**Sequential cells grouped by signal name**

Other sequential cells in the stronger gray, the rest of the logic in the fainter gray.
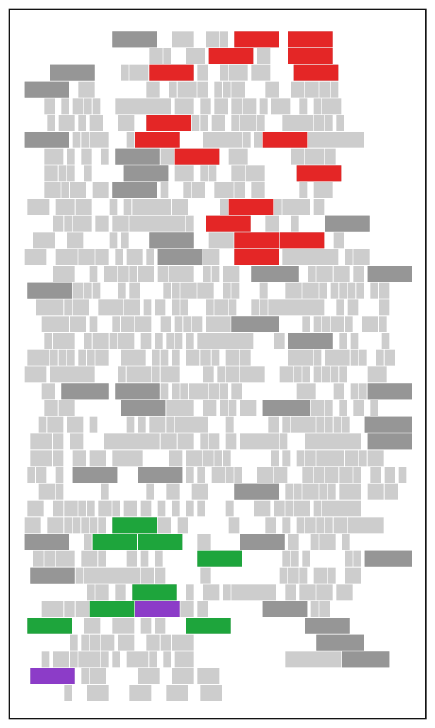
**Wiring heat map**

The bar under the picture is 20 microns long. 13 x 23 tiles, from black (low) to pale yellow (high), scaled to the fullest tile. Values are wire area over tile area, all layers added.
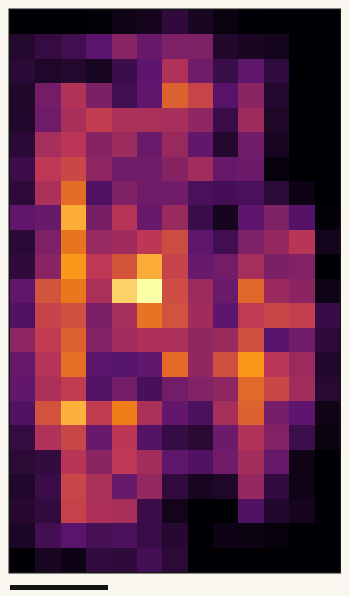
**Cell classes on the final placement**

Fill, decap, tap and diode cells in gray.
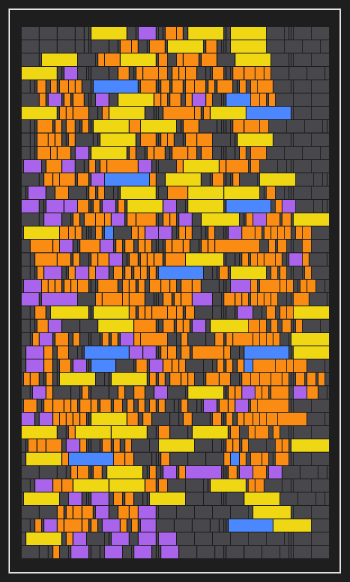
**Cell placement**

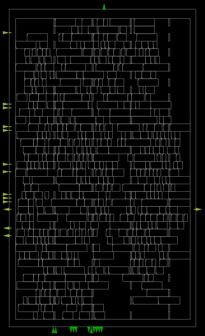
**Metal layers overlaid**

The bar under the picture is 20 microns long. Two of the layers only.
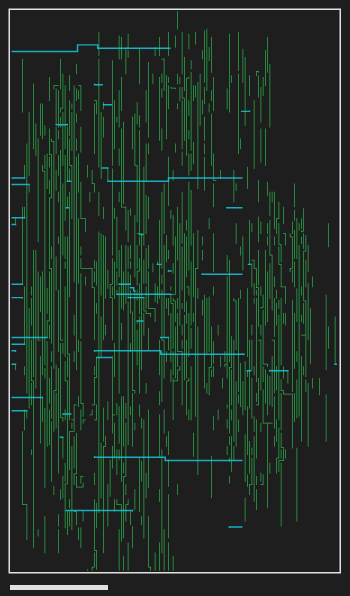
<file path="src/rtl/chip8_timer_unit.sv">
// CHIP-8 delay/sound timers with a 60 Hz prescaler, square-wave beeper,
// and a req/ack register port for the CPU.
//
// state | meaning
// IDLE  | waiting for req; accepts and executes one operation
// RESP  | ack pulse for the accepted operation
// DROP  | waiting for the CPU to release req
module chip8_timer_unit #(
    parameter logic [15:0] TICK_DIV = 16'd5000,
    parameter logic [15:0] TONE_DIV = 16'd64
) (
    input  logic       clk,
    input  logic       reset,
    input  logic       req,
    input  logic [1:0] op,
    input  logic [7:0] wdata,
    output logic       ack,
    output logic [7:0] rdata,
    output logic       tick,
    output logic       delayZero,
    output logic       soundOn,
    output logic       tone
);

    typedef enum logic [1:0] {
        S_IDLE = 2'd0,
        S_RESP = 2'd1,
        S_DROP = 2'd2
    } state_t;

    localparam logic [1:0] OP_RD_DELAY = 2'b00;
    localparam logic [1:0] OP_WR_DELAY = 2'b01;
    localparam logic [1:0] OP_WR_SOUND = 2'b10;
    localparam logic [1:0] OP_RD_SOUND = 2'b11;

    state_t      state_q, state_d;
    logic [15:0] presc_q, presc_d;
    logic [15:0] tone_cnt_q, tone_cnt_d;
    logic [7:0]  delay_q, delay_d;
    logic [7:0]  sound_q, sound_d;
    logic [7:0]  rdata_q, rdata_d;
    logic        tone_q, tone_d;
    logic        accept;

    always_ff @(posedge clk) begin
        if (reset) begin
            state_q    <= S_IDLE;
            presc_q    <= '0;
            tone_cnt_q <= '0;
            delay_q    <= '0;
            sound_q    <= '0;
            rdata_q    <= '0;
            tone_q     <= 1'b0;
        end else begin
            state_q    <= state_d;
            presc_q    <= presc_d;
            tone_cnt_q <= tone_cnt_d;
            delay_q    <= delay_d;
            sound_q    <= sound_d;
            rdata_q    <= rdata_d;
            tone_q     <= tone_d;
        end
    end

    always_comb begin
        state_d = state_q;
        case (state_q)
            S_IDLE:  if (req) state_d = S_RESP;
            S_RESP:  state_d = S_DROP;
            S_DROP:  if (!req) state_d = S_IDLE;
            default: state_d = S_IDLE;
        endcase
    end

    // Gating ack with reset keeps a request aborted by reset from being acknowledged.
    always_comb begin
        accept = (state_q == S_IDLE) && req;
        ack    = (state_q == S_RESP) && !reset;
    end

    always_comb begin
        tick    = (presc_q == TICK_DIV - 16'd1);
        presc_d = tick ? 16'd0 : presc_q + 16'd1;

        delay_d = delay_q;
        if (accept && op == OP_WR_DELAY) delay_d = wdata;
        else if (tick && delay_q != 8'd0) delay_d = delay_q - 8'd1;

        sound_d = sound_q;
        if (accept && op == OP_WR_SOUND) sound_d = wdata;
        else if (tick && sound_q != 8'd0) sound_d = sound_q - 8'd1;

        rdata_d = rdata_q;
        if (accept && op == OP_RD_DELAY) rdata_d = delay_q;
        else if (accept && op == OP_RD_SOUND) rdata_d = sound_q;
    end

    // Looking at sound_d silences the beeper in the same cycle soundOn falls.
    always_comb begin
        tone_cnt_d = tone_cnt_q + 16'd1;
        tone_d     = tone_q;
        if (sound_q == 8'd0 || sound_d == 8'd0) begin
            tone_cnt_d = '0;
            tone_d     = 1'b0;
        end else if (tone_cnt_q == TONE_DIV - 16'd1) begin
            tone_cnt_d = '0;
            tone_d     = ~tone_q;
        end
    end

    assign rdata     = rdata_q;
    assign tone      = tone_q;
    assign delayZero = (delay_q == 8'd0);
    assign soundOn   = (sound_q != 8'd0);

endmodule
</file>
<file path="config.mk">
export PLATFORM = sky130hd
export DESIGN_NAME = chip8_timer_unit
export DESIGN_NICKNAME = d
export VERILOG_FILES = /design/src/rtl/chip8_timer_unit.sv
export SDC_FILE = /design/constraint.sdc
export NUM_CORES = 1
export LEC_CHECK = 0
export ABC_AREA = 1
export ABC_CLOCK_PERIOD_IN_PS = 2100
export CORE_ASPECT_RATIO = 1.75
export CORE_MARGIN = 2
export CORE_UTILIZATION = 45
export DETAILED_ROUTE_END_ITERATION = 12
export HOLD_SLACK_MARGIN = 0.06
export PLACE_DENSITY = 0.65
export SYNTH_ARGS = -nofsm -noshare
export SYNTH_HDL_FRONTEND = slang
export SYNTH_SLANG_ARGS = --single-unit
</file>
<file path="constraint.sdc">
create_clock -name clk -period 2.1 [get_ports clk]
set_clock_uncertainty 0.05 [all_clocks]
set_input_delay 0.42 -clock clk [delete_from_list [all_inputs] [get_ports clk]]
set_output_delay 0.42 -clock clk [all_outputs]
set_load 0.02 [all_outputs]
</file>
==> run_results.csv <==
group,metric,value,unit
layout,num_antenna_cells,0,
synthesis,syn_avg_cell_area,6.91,sq um
final_timing,slew_violations,0,
worst_setup_path,crit_required,1.63,ns
worst_setup_path,end_kind,"output pin",
outcome,run_status,"completed",
min_path,hp-class,"flip-flop to flip-flop",
detailed_routing,drt_iter0_markers,100,
layout,lay_top_count,"nand2_1",
synthesis,yosysWarnings,0,
power,power.leakage,1.79,nW
worst_setup_path,crit_path_max_fanout,2,
floorplan,die_w,67.4,microns
layout,drive_gt1_share,24.9,%
synthesis,synthTopLogicFamily,"simple AND/OR/NAND/NOR gates",
global_route,grt_first_pass_wirelength,13.3,mm
power,peakVddDrop,0.539,mV
synthesis,synth-xor-area-share,6.09,%
synthesis,mux_share,0,%
detailed_routing,drt-pass1-iter-count,4,
synthesis,ys_area,3160,sq um
placed_design,dp_hpwl,6.40,mm
cts,cts_buffers,9,
cts,path_clk_slew,0.05,ns
final_timing,worstMarginPinSlew,0.455,ns
synthesis,simple_gate_area_share,37.6,%
layout,syn_to_final_growth,36.0,%
floorplan,die_area,7740,sq um
floorplan,fp.dieH,115,microns
detailed_routing,vias_per_cell,5.04,
synthesis,ys.flops,59,
synthesis,ys_seq_share,37.3,%
final_timing,setup_viol,0,
Back to the opening pictures, 'sequential cells grouped by signal name':
netlist name	color	sequential cells
rdata	green	8
tone_cnt_q	red	16
state_q	purple	2
not colored	33
Power Sequential: 1.19 mW
Seq area share: 27.7%
Final Core Density: 62.7%
Seq. cell area: 1190 sq um

Back to the opening pictures, 'wiring heat map':
tiles over half the peak	14%
emptiest ninth of the die	upper right
nearly empty tiles	13%

Back to the opening pictures, 'cell classes on the final placement':
class	color	cells
remaining logic cells	orange	393
clock drivers and dummy loads	blue	14
registers	yellow	59
remaining buffers and delay cells	purple	76
Design Area, Final: 4300 sq um
Rows: 40

Back to the opening pictures, 'cell placement':
layout filler cell count: 616
core area: 6860 sq um
Tap Cells: 84

Back to the opening pictures, 'metal layers overlaid':
layer	color	wire length
M2	green	4730 microns
M3	cyan	226 microns

[cells in the mapped netlist, drive strengths merged]
master and instances:
a21boi 2, buf 3, nor3 15, xnor2 8, o21a 1, ha 6, nand3 31, o21ai 12
a21oi 15, nor3b 5, dfxtp 59, a31oi 10, o22ai 1, or2 6, o21bai 2, nor4 2
inv 55, nand3b 1, a22oi 4, nor2 78, nand4 9, nand2 115, clkbuf 4, xor2 14
[logic make-up (layout without fill, tap and decap cells)]
kind of cell             Yosys count  after routing
AND-OR/OR-AND                     47             47
XOR/XNOR                          22             22
adder cells (fa/ha/maj)            6              6
buffers and inverters             62            145
flip-flops                        59             59
AND/OR/NAND/NOR                  262            263
[metrics by stage]
step	setup WS, ns	power [mW]	area [sq um]	utilization [%]	cells
final	0.0748	2.97	4300	62.7	626
after global routing	-0.0480	3.09	4300	62.7	626
after CTS	0.00254	2.96	4150	60.5	624
after detailed placement	-0.299	1.63	3860	56.4	609
after global placement	-0.208	1.63	3860	56.4	609
after floorplan	0.0298	1.45	3160	-	458
[per-layer routing]
layer  share of wire, %  vias to the layer above  global-route usage, %
met5                  0                        -                      0
met4                5.1                        0                   16.5
met3                2.7                       25                   6.07
met2                 56                       49                   43.7
met1                 36                     1450                   21.0
li1                   -                     1633                      -
[what timing repair did]
action,CTS,global route
setup buffers,0,2
resized,11,45
cloned,1,0
pin swaps,1,14
endpoints found under the setup margin,20,29
[report_power, final]
part | internal [mW] | switching, mW
registers | 1.16 | 0.0268
logic | 0.206 | 0.262
clock network | 0.839 | 0.475
[area by class of cell]
| class | instances | area (sq um) | share of cell area, % |
|---|---|---|---|
| Clock buffer | 11 | 253 | 5.88 |
| Clock inverter | 3 | 15.0 | 0.349 |
| Inverter | 55 | 206 | 4.80 |
| Multi-Input combinational cell | 338 | 1870 | 43.5 |
| Sequential cell | 59 | 1190 | 27.7 |
| Tap cell | 84 | 105 | 2.44 |
| Timing Repair Buffer | 76 | 661 | 15.4 |
[worst max-delay path, stage by stage, from the launching register on]
cell     delay, ns
dfxtp_2       0.35
ha_4          0.14
inv_1         0.04
nor2_2        0.10
nand3_1       0.10
nor4_2        0.19
buf_4         0.17
buf_4         0.13
[state kept, by name (all words and copies together) (netlist names)]
signal	count
presc_q	16
tone_cnt_q	16
delay_q	8
rdata	8
sound_q	8
state_q	2
tone	1
[worst paths after layout]
kind | start | to | slack (ns) | depth (start not counted)
worst max-delay path | presc_q[1]$_SDFF_PP0_ | tick | 0.07 | 7
worst min-delay path | tone_cnt_q[0]$_SDFF_PP0_ | tone_cnt_q[0]$_SDFF_PP0_ | 0.39 | 1
worst max register to register | presc_q[1]$_SDFF_PP0_ | tone_cnt_q[14]$_SDFF_PP0_ | 0.09 | 15
worst min register to register | tone_cnt_q[0]$_SDFF_PP0_ | tone_cnt_q[0]$_SDFF_PP0_ | 0.39 | 1
Power and IR drop assume default switching activity.
